==> src/rtl/bank_access_arbiter_if.sv <==
// Requester handshake and bank-array bus shared by bank_access_arbiter and its environment.
// master drives requests and the bank output line; slave is the arbiter side.
interface bank_access_arbiter_if #(
  parameter int ADDR_W = 13,
  parameter int DATA_W = 64
);
  logic              req0;
  logic              req1;
  logic              we0;
  logic              we1;
  logic [ADDR_W-1:0] addr0;
  logic [ADDR_W-1:0] addr1;
  logic [DATA_W-1:0] wdata0;
  logic [DATA_W-1:0] wdata1;
  logic              ack0;
  logic              ack1;
  logic [DATA_W-1:0] rdata;
  logic              busy;
  logic [1:0]        mem_sel;
  logic              mem_en;
  logic [ADDR_W-3:0] mem_addr;
  logic [DATA_W-1:0] mem_data;
  logic              mem_wen;
  logic [DATA_W-1:0] mem_line;

  modport master (
    output req0, req1, we0, we1, addr0, addr1, wdata0, wdata1, mem_line,
    input  ack0, ack1, rdata, busy, mem_sel, mem_en, mem_addr, mem_data, mem_wen
  );

  modport slave (
    input  req0, req1, we0, we1, addr0, addr1, wdata0, wdata1, mem_line,
    output ack0, ack1, rdata, busy, mem_sel, mem_en, mem_addr, mem_data, mem_wen
  );
endinterface

==> src/rtl/bank_access_arbiter.sv <==
// Round-robin two-port arbiter/sequencer for the 4-bank data memory; read ack at +3, write ack at +2.
// Requesters hold req until ack; only one access in flight, later requests wait in IDLE.
module bank_access_arbiter #(
  parameter int ADDR_W = 13,
  parameter int DATA_W = 64
) (
  input logic                 CLK,
  input logic                 RSTn,
  bank_access_arbiter_if.slave bus
);

  localparam logic [1:0] IDLE    = 2'd0;
  localparam logic [1:0] ISSUE   = 2'd1;
  localparam logic [1:0] CAPTURE = 2'd2;
  localparam logic [1:0] RESP    = 2'd3;

  logic [1:0]        state;
  logic              grant;
  logic              ptr;
  logic              lat_we;
  logic [ADDR_W-1:0] lat_addr;
  logic [DATA_W-1:0] lat_wdata;
  logic [DATA_W-1:0] rdata_q;

  logic any_req;
  logic pick;

  // The pointer only breaks ties; a lone requester always wins.
  assign any_req = bus.req0 | bus.req1;
  assign pick    = (bus.req0 & bus.req1) ? ptr : bus.req1;

  always_ff @(posedge CLK or negedge RSTn) begin
    if (!RSTn) begin
      state     <= IDLE;
      grant     <= 1'b0;
      ptr       <= 1'b0;
      lat_we    <= 1'b0;
      lat_addr  <= '0;
      lat_wdata <= '0;
      rdata_q   <= '0;
    end else begin
      case (state)
        IDLE: begin
          if (any_req) begin
            grant     <= pick;
            ptr       <= ~pick;
            lat_we    <= pick ? bus.we1    : bus.we0;
            lat_addr  <= pick ? bus.addr1  : bus.addr0;
            lat_wdata <= pick ? bus.wdata1 : bus.wdata0;
            state     <= ISSUE;
          end
        end
        ISSUE:   state <= lat_we ? RESP : CAPTURE;
        CAPTURE: begin
          rdata_q <= bus.mem_line;
          state   <= RESP;
        end
        RESP:    state <= IDLE;
        default: state <= IDLE;
      endcase
    end
  end

  // Controls decode from registers only, so reset forces them inactive at once.
  assign bus.busy     = (state != IDLE);
  assign bus.mem_en   = (state == ISSUE);
  assign bus.mem_wen  = ~((state == ISSUE) & lat_we);
  assign bus.ack0     = (state == RESP) & ~grant;
  assign bus.ack1     = (state == RESP) &  grant;
  assign bus.mem_sel  = lat_addr[ADDR_W-1 -: 2];
  assign bus.mem_addr = lat_addr[ADDR_W-3:0];
  assign bus.mem_data = lat_wdata;
  assign bus.rdata    = rdata_q;

endmodule
==> src/flat_wrapper.sv <==
// flat-port wrapper written by rule: the top's interface ports become plain ports
module bank_access_arbiter_flat 
#(
  parameter int ADDR_W = 13,
  parameter int DATA_W = 64
)
  (CLK, RSTn, bus_req0, bus_req1, bus_we0, bus_we1, bus_addr0, bus_addr1, bus_wdata0, bus_wdata1, bus_mem_line, bus_ack0, bus_ack1, bus_rdata, bus_busy, bus_mem_sel, bus_mem_en, bus_mem_addr, bus_mem_data, bus_mem_wen);
  bank_access_arbiter_if #(.ADDR_W(ADDR_W), .DATA_W(DATA_W)) bus_i ();
  input logic CLK;
  input logic RSTn;
  input wire logic [$bits(bus_i.req0)-1:0] bus_req0;
  input wire logic [$bits(bus_i.req1)-1:0] bus_req1;
  input wire logic [$bits(bus_i.we0)-1:0] bus_we0;
  input wire logic [$bits(bus_i.we1)-1:0] bus_we1;
  input wire logic [$bits(bus_i.addr0)-1:0] bus_addr0;
  input wire logic [$bits(bus_i.addr1)-1:0] bus_addr1;
  input wire logic [$bits(bus_i.wdata0)-1:0] bus_wdata0;
  input wire logic [$bits(bus_i.wdata1)-1:0] bus_wdata1;
  input wire logic [$bits(bus_i.mem_line)-1:0] bus_mem_line;
  output wire logic [$bits(bus_i.ack0)-1:0] bus_ack0;
  output wire logic [$bits(bus_i.ack1)-1:0] bus_ack1;
  output wire logic [$bits(bus_i.rdata)-1:0] bus_rdata;
  output wire logic [$bits(bus_i.busy)-1:0] bus_busy;
  output wire logic [$bits(bus_i.mem_sel)-1:0] bus_mem_sel;
  output wire logic [$bits(bus_i.mem_en)-1:0] bus_mem_en;
  output wire logic [$bits(bus_i.mem_addr)-1:0] bus_mem_addr;
  output wire logic [$bits(bus_i.mem_data)-1:0] bus_mem_data;
  output wire logic [$bits(bus_i.mem_wen)-1:0] bus_mem_wen;
  assign bus_i.req0 = bus_req0;
  assign bus_i.req1 = bus_req1;
  assign bus_i.we0 = bus_we0;
  assign bus_i.we1 = bus_we1;
  assign bus_i.addr0 = bus_addr0;
  assign bus_i.addr1 = bus_addr1;
  assign bus_i.wdata0 = bus_wdata0;
  assign bus_i.wdata1 = bus_wdata1;
  assign bus_i.mem_line = bus_mem_line;
  assign bus_ack0 = bus_i.ack0;
  assign bus_ack1 = bus_i.ack1;
  assign bus_rdata = bus_i.rdata;
  assign bus_busy = bus_i.busy;
  assign bus_mem_sel = bus_i.mem_sel;
  assign bus_mem_en = bus_i.mem_en;
  assign bus_mem_addr = bus_i.mem_addr;
  assign bus_mem_data = bus_i.mem_data;
  assign bus_mem_wen = bus_i.mem_wen;
  bank_access_arbiter #(.ADDR_W(ADDR_W), .DATA_W(DATA_W)) u_core (.CLK(CLK), .RSTn(RSTn), .bus(bus_i));
endmodule
==> config.mk <==
export PLATFORM = sky130hd
export DESIGN_NAME = bank_access_arbiter_flat
export DESIGN_NICKNAME = d
export VERILOG_FILES = /design/src/rtl/bank_access_arbiter_if.sv /design/src/rtl/bank_access_arbiter.sv /design/src/flat_wrapper.sv
export SDC_FILE = /design/constraint.sdc
export NUM_CORES = 1
export LEC_CHECK = 0
export ABC_AREA = 1
export CORE_AREA = 2 2 146 148
export DETAILED_ROUTE_END_ITERATION = 16
export DIE_AREA = 0 0 148 150
export MAX_ROUTING_LAYER = met4
export PLACE_DENSITY = 0.68
export SKIP_LAST_GASP = 1
export SLEW_MARGIN = 10
export SYNTH_ARGS = -nofsm -noshare
export SYNTH_HDL_FRONTEND = slang
export SYNTH_SLANG_ARGS = --single-unit
==> constraint.sdc <==
create_clock -name CLK -period 2.4 [get_ports CLK]
set_clock_uncertainty 0.2 [all_clocks]
set_input_delay 0.48 -clock CLK [delete_from_list [all_inputs] [get_ports CLK]]
set_output_delay 0.48 -clock CLK [all_outputs]
set_load 0.01 [all_outputs]
==> Slide: Implementation Results <==
Flow Results at a Glance

Placed design
  • Port buffer count: 369
  • GP Congestion: 0.798
  • Dpl ws: 0.276 ns

Timing
  • Final hold violations: 0
  • Final setup violating endpoints: 0
  • Headroom to the max-slew limit: 62.1%
  • RSZ-0062 raised after global routing: no
  • Time the worst path needs with I/O delays and setup: 2.26 ns
  • Worst-margin pin slew: 0.568 ns
  • Crit share post-route: 94.2%
  • Setup TNS: 0 ns

Logic synthesis
  • Area leader, netlist: dfrtp_1
  • Post-synthesis xor/xnor area fraction: 0%
  • Mux cell area share: 11.2%
  • Distinct cell type count after synthesis: 23
  • AO/OA Area Share: 0.564%
  • Adder share: 0.778%
  • Registers, synthesis: 146
  • Area leader share: 56.8%
  • AND/OR/NAND/NOR Cells, Area Fraction: 25.4%
  • Seq/Total Area, Yosys: 56.8%
  • Syn Area/Cell: 10.6 µm²
  • Syn Inst Count: 607
  • Top comb family, area: simple AND/OR/NAND/NOR gates
  • Synth area leaders: dfrtp_1 57%, nand3_1 12%, mux2_2 11%

Power and ir drop
  • Total power: 14.2 mW
  • Pleak: 4.65 nW
  • Maximum vdd drop: 0.542 mV

Clock tree
  • TritonCTS Buffers: 17
  • CTS H-tree lvls: 4
  • Clock root cell: clkbuf_16
  • CTS tree: yes
  • Clock Sinks: 146
  • Worst-case clock buffer depth: 2

Setup path
  • Worst r2r src: u_core.state[1]
  • Worst setup path start: u_core.state[0]
  • CP startpoint kind: flip-flop
  • CP required: 1.72 ns
  • RR Endpoint: u_core.bus.mem_data[1]
  • CP Capture Type: primary output
  • R2R cell count: 7

Route
  • Via count: 6175
  • Drt total wl: 22.7 mm
  • # DRC: 0
  • Vias per cell: 4.96
  • Average wire per standard cell: 18.3 µm
  • DRT Pass-1 Iters: 4

Global routing
  • Largest net degree at the start of global routing: 58
  • Grt met1 use: 23.4%
  • Number of global-route vias before repair: 6222
  • Remaining global-route overflow: 0
  • First-pass GRT wire length: 34.2 mm
  • Total GRT Usage: 20.5%
  • Met3 usage: 6.77%
  • Initial antenna violation count: 1
  • M2 GR Usage: 34.1%

Floorplanning
  • Die area: 0.0222 mm²
  • Die Wd: 148 µm
  • Die height: 150 µm
  • Fp util: 31.1%
  • Core area: 0.0207 mm²
  • I/O pins: 370

Run
  • Max_cap viols: 0

Status
  • Status: finished clean

Finish
  • Nets: 1186
  • Area Overhead vs Synth: 72.6%
  • Top cells excl fill/tap: 362 x clkdlybuf4s50_1, 156 x nand3_1, 146 x dfrtp_1, 84 x nand2_1, 78 x nand4_1
timing repair:
| action | CTS | global route |
|---|---|---|
| resized | 4 | 2 |
| setup buffers | 0 | 1 |
| endpoints found under the setup margin | 4 | 1 |
| hold buffers | 1 | 0 |
| hold endpoints to repair | 44 | 0 |
stage by stage:
stage | instance area (µm²) | hold WS [ns] | utilization, % | std cells
floorplan | 6430 | -0.0156 | - | 607
global placement | 10500 | 0.259 | 50.5 | 1212
detailed placement | 10500 | 0.258 | 50.5 | 1212
CTS | 11100 | 0.285 | 53.6 | 1244
global route | 11100 | 0.287 | 53.7 | 1246
finish | 11100 | 0.293 | 53.7 | 1246
final cells by class:
class	count	area, µm²
diodes	1	2.50
clock buffers	17	425
clock inverters	14	204
fillers	1856	9590
inverters	6	22.5
multi-input cells	398	2460
flip-flops and latches	146	3650
well taps	275	344
repair buffers	389	3990
kinds of logic after synthesis:
kind of cell               count (synthesis)
AOI/OAI and AO/OA                          5
and+or+nand+nor                          325
adders and majority gates                  4
buffers and inverters                     63
muxes                                     64
DFF                                      146
worst max-delay path, cell delays in order, from the launching register on:
cell and delay (ns):
dfrtp_1 0.42, buf_4 0.15, ha_1 0.20, nand2_1 0.09, dlygate4sd2_1 0.32
Yosys cell counts:
cell type,instances
nand3_1,156
dfrtp_1,146
nand2_1,84
nand4_1,78
mux2_2,64
buf_2,23
clkbuf_1,14
buf_1,8
buf_4,5
buf_6,5
inv_1,5
ha_1,4
nor2_1,3
nand2_2,2
o21ai_1,2
a21oi_1,1
clkbuf_4,1
clkbuf_8,1
inv_2,1
nor2_2,1
nor2_8,1
o21ai_0,1
o21ai_4,1
how the worst min path moves through the flow:
| stage | slack (ns) | cells past startpoint | startpoint | to |
|---|---|---|---|---|
| after floorplan | -0.02 | 0 | RSTn | u_core.bus.mem_data[0] |
| after global placement | 0.26 | 1 | RSTn | u_core.bus.rdata[47] |
| after detailed placement | 0.26 | 1 | RSTn | u_core.bus.rdata[47] |
| after CTS | 0.28 | 3 | bus_req1 | u_core.bus.mem_data[44] |
| after global routing | 0.29 | 3 | bus_req1 | u_core.bus.mem_data[45] |
| final | 0.29 | 2 | u_core.lat_addr[10] | u_core.lat_addr[10] |
state kept, by name, summed over array words and instances, names as in the netlist:
| name | flops |
|---|---|
| u_core.bus.rdata | 64 |
| u_core.ptr | 1 |
| u_core.bus.mem_data | 64 |
| u_core.grant | 1 |
| u_core.lat_we | 1 |
| u_core.lat_addr | 13 |
| u_core.state | 2 |
where the power goes:
group	total (mW)	internal (mW)	switching, mW
clock	2.86	1.76	1.11
combinational	6.96	3.82	3.14
sequential	4.38	3.72	0.665
total	14.2	9.29	4.91
layer usage:
layer | up-vias | share of wire (%) | wire length, µm
li1 | 2879 | - | -
met3 | 36 | 9.0 | 2060
met2 | 308 | 50 | 11300
met5 | - | 0 | 0
met4 | 0 | 2.4 | 539
met1 | 2952 | 39 | 8850
gate_families.png
Scale bar: 50 µm.
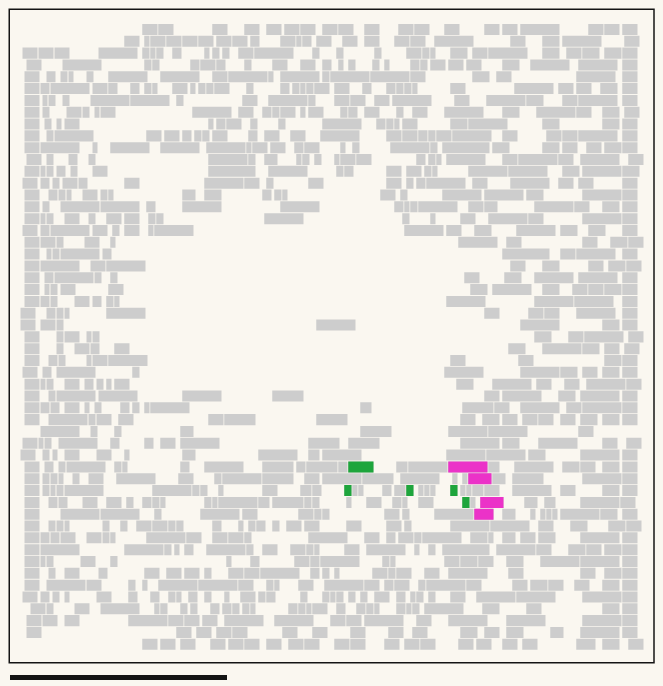
[magenta] adder and majority cells | cells: 4 | most used: ha_2 | where: bottom right
[green] inverting AOI/OAI gates | cells: 5 | most used: o21ai_1

drive_strength.png
Scale bar: 50 µm.
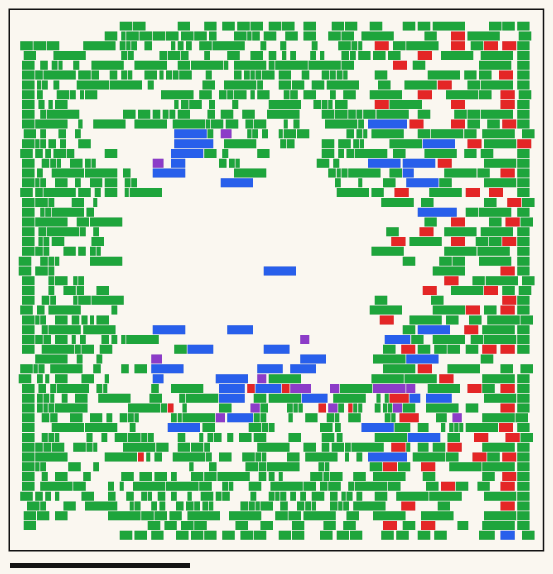
[green] drive 1 or less | cells: 845 | share: 87% | most used: clkdlybuf4s50_1
[purple] drive 3 to 4 | cells: 14 | share: 1.4% | most used: buf_4
[red] drive 2 | cells: 72 | share: 7.4% | most used: mux2_2
[blue] drive 6 and up | cells: 39 | share: 4.0% | most used: clkbuf_16

Power is estimated from default activity; no workload was simulated.
